==> config.mk <==
export PLATFORM = sky130hd
export DESIGN_NAME = layer_sequencer
export DESIGN_NICKNAME = d
export VERILOG_FILES = /design/src/rtl/layer_sequencer.sv
export SDC_FILE = /design/constraint.sdc
export NUM_CORES = 1
export LEC_CHECK = 0
export ABC_CLOCK_PERIOD_IN_PS = 2100
export CAP_MARGIN = 20
export CORE_MARGIN = 1.5
export CORE_UTILIZATION = 45
export CTS_CLUSTER_SIZE = 28
export DETAILED_ROUTE_END_ITERATION = 16
export GPL_ROUTABILITY_DRIVEN = 0
export PLACE_DENSITY = 0.8
export RECOVER_POWER = 100
export SETUP_SLACK_MARGIN = 0.15
export SKIP_LAST_GASP = 1
export SYNTH_ARGS = -nofsm -noshare
export SYNTH_HDL_FRONTEND = slang
export SYNTH_SLANG_ARGS = --single-unit
==> constraint.sdc <==
create_clock -name i_clk -period 2.1 [get_ports i_clk]
set_clock_uncertainty 0.2 [all_clocks]
set_input_delay 0.42 -clock i_clk [delete_from_list [all_inputs] [get_ports i_clk]]
set_output_delay 0.42 -clock i_clk [all_outputs]
set_load 0.03 [all_outputs]
==> src/rtl/layer_sequencer.sv <==
// Inter-layer sequencer: gathers one frame of parallel neuron activations,
// then streams the words in lane order to the next layer's serial input.
module layer_sequencer #(
  parameter int NUM_NEURON = 10,
  parameter int NUM_NEXT   = 10,
  parameter int DATA_WIDTH = 16
) (
  input  logic                             i_clk,
  input  logic                             i_reset,
  input  logic [NUM_NEURON*DATA_WIDTH-1:0] i_data,
  input  logic [NUM_NEURON-1:0]            i_data_valid,
  input  logic [NUM_NEXT-1:0]              i_next_ready,
  output logic [DATA_WIDTH-1:0]            o_data,
  output logic                             o_data_valid,
  output logic                             o_busy,
  output logic                             o_frame_done,
  output logic                             o_overflow
);

  localparam int IDX_W = (NUM_NEURON > 1) ? $clog2(NUM_NEURON) : 1;

  typedef enum logic {COLLECT, STREAM} state_t;

  state_t                  state, state_next;
  logic [DATA_WIDTH-1:0]   buffer [NUM_NEURON];
  logic [NUM_NEURON-1:0]   mask;
  logic [IDX_W-1:0]        index;
  logic                    ready_all;
  logic                    frame_full;
  logic                    last_word;

  assign ready_all  = &i_next_ready;
  assign frame_full = &(mask | i_data_valid);
  assign last_word  = (index == IDX_W'(NUM_NEURON - 1));
  assign o_busy     = (state == STREAM);

  always_ff @(posedge i_clk) begin
    if (i_reset) begin
      state <= COLLECT;
    end else begin
      state <= state_next;
    end
  end

  always_comb begin
    state_next = state;
    unique case (state)
      COLLECT: if (frame_full) state_next = STREAM;
      STREAM:  if (ready_all && last_word) state_next = COLLECT;
      default: state_next = COLLECT;
    endcase
  end

  always_ff @(posedge i_clk) begin
    if (i_reset) begin
      mask         <= '0;
      index        <= '0;
      o_data       <= '0;
      o_data_valid <= 1'b0;
      o_frame_done <= 1'b0;
      o_overflow   <= 1'b0;
      for (int unsigned n = 0; n < NUM_NEURON; n++) begin
        buffer[n] <= '0;
      end
    end else begin
      o_data_valid <= 1'b0;
      o_frame_done <= 1'b0;
      if (state == COLLECT) begin
        for (int unsigned n = 0; n < NUM_NEURON; n++) begin
          if (i_data_valid[n]) begin
            buffer[n] <= i_data[n*DATA_WIDTH +: DATA_WIDTH];
          end
        end
        mask <= mask | i_data_valid;
        if (|(mask & i_data_valid)) begin
          o_overflow <= 1'b1;
        end
        if (frame_full) begin
          index <= '0;
        end
      end else begin
        // Strobes arriving while streaming are dropped; the buffer is frozen.
        if (|i_data_valid) begin
          o_overflow <= 1'b1;
        end
        if (ready_all) begin
          o_data       <= buffer[index];
          o_data_valid <= 1'b1;
          if (last_word) begin
            o_frame_done <= 1'b1;
            mask         <= '0;
            index        <= '0;
          end else begin
            index <= index + 1'b1;
          end
        end
      end
    end
  end

endmodule

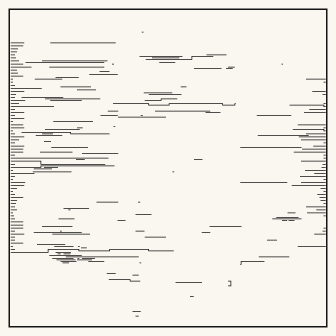
(images/m3.png)
The layer carries 1,820 um of wire. The layer holds 8.0% of the routed length.

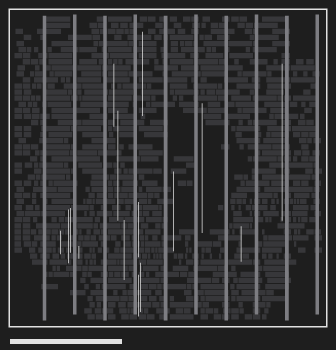
(images/m4.png)
The bar under the picture is 50 um long. Supply wires on this layer in grey.
The layer carries 443 um of wire. 12 nets have wire on it. The wires run mostly vertical.
number of vias in the routed layout: 6,064
Final Routed Wirelength: 22,800 um

==> report_table.html <==
<h2>Synthesis and place &amp; route</h2>
<table>
<tr><th>Metric</th><th>Value</th></tr>
<tr><th colspan="2">Finish</th></tr>
<tr><td>Top cell class by occupied area</td><td>registers</td></tr>
<tr><td>Area Growth Syn to Fin</td><td>39.6%</td></tr>
<tr><td>Non-Clock Buffer Area Fraction</td><td>21.8%</td></tr>
<tr><td>Fraction of standard cell area in multi-input logic</td><td>about 25%</td></tr>
<tr><td>FF+latch area</td><td>between 5000 and 6000 um2</td></tr>
<tr><th colspan="2">Critical path</th></tr>
<tr><td>Worst-path maximum fanout</td><td>12</td></tr>
<tr><td>Required arrival time at the worst endpoint</td><td>around 2200 ps</td></tr>
<tr><td>Launch instance of the worst register-to-register path</td><td>index[0]</td></tr>
<tr><td>Crit path cell chain</td><td>buf_12 -&gt; mux4_2 -&gt; mux2_2 -&gt; o211ai_1 -&gt; a21oi_1</td></tr>
<tr><td>Startpoint types</td><td>flop</td></tr>
<tr><th colspan="2">Pwr</th></tr>
<tr><td>Comb group</td><td>0.934 mW</td></tr>
<tr><td>Part of the total power dissipated in combinational logic</td><td>between 10% and 20%</td></tr>
<tr><td>Sequential group power</td><td>4.50 mW</td></tr>
<tr><td>Share of total power in the clock network</td><td>between 30% and 40%</td></tr>
<tr><th colspan="2">Synthesis</th></tr>
<tr><td>Synth logic family</td><td>simple AND/OR/NAND/NOR gates</td></tr>
<tr><td>Most numerous cell in the Yosys netlist</td><td>sky130_fd_sc_hd__edfxtp_1</td></tr>
<tr><td>Area fraction in mux cells</td><td>12.3%</td></tr>
<tr><td>Number of instances in the synthesized netlist</td><td>621</td></tr>
<tr><td>Simple-gate area share of the yosys netlist</td><td>approximately 17%</td></tr>
<tr><td>Count of flip-flops with a built-in enable after synthesis</td><td>around 160</td></tr>
<tr><th colspan="2">GRT</th></tr>
<tr><td>GRT Overall Usage</td><td>about a quarter</td></tr>
<tr><td>Met1 usage in global routing</td><td>a little under a third</td></tr>
<tr><td>Largest net degree at the start of global routing</td><td>35</td></tr>
<tr><th colspan="2">Clock tree</th></tr>
<tr><td>CTS buffer count</td><td>17</td></tr>
<tr><td>Number of buffers inserted for hold repair after clock tree synthesis</td><td>0</td></tr>
<tr><th colspan="2">Place</th></tr>
<tr><td>Port-buffer cells</td><td>about 200</td></tr>
<tr><th colspan="2">Detailed routing</th></tr>
<tr><td>ANT nets after route</td><td>0</td></tr>
<tr><th colspan="2">Timing</th></tr>
<tr><td>Final setup fails</td><td>0</td></tr>
<tr><th colspan="2">Outcome</th></tr>
<tr><td>Run status</td><td>finished clean</td></tr>
<tr><th colspan="2">Floorplan</th></tr>
<tr><td>Top-level I/O count</td><td>202</td></tr>
</table>
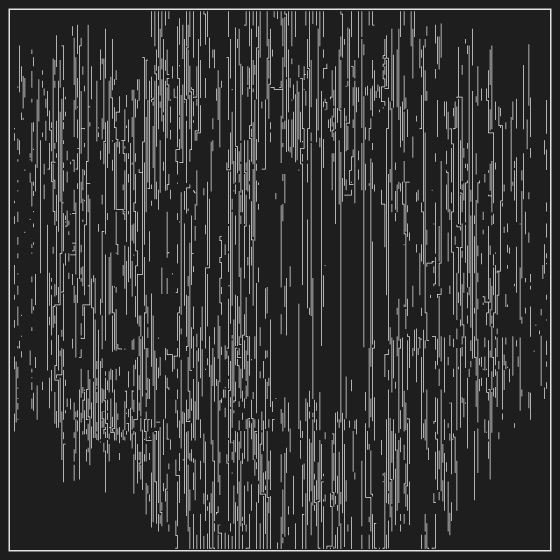
(images/m2.png)
901 nets have wire on it. The wires run mostly vertical. The layer holds 50% of the routed length.
met2 layer usage reported by global route: 39.5%

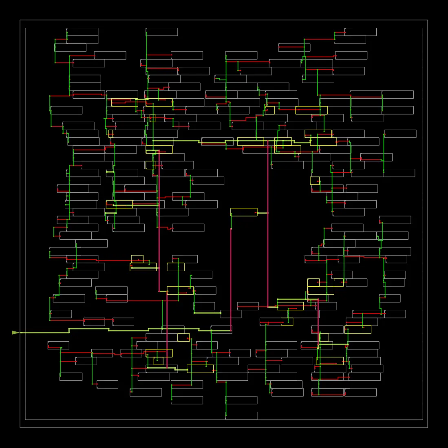
(images/clock_nets.png)
latest clock arrival within the worst-skew pair: 430 ps
power in the clock group: 3.22 mW
seq_cells: 194

Power figures rest on the tool's default switching activity, not on a simulated workload.
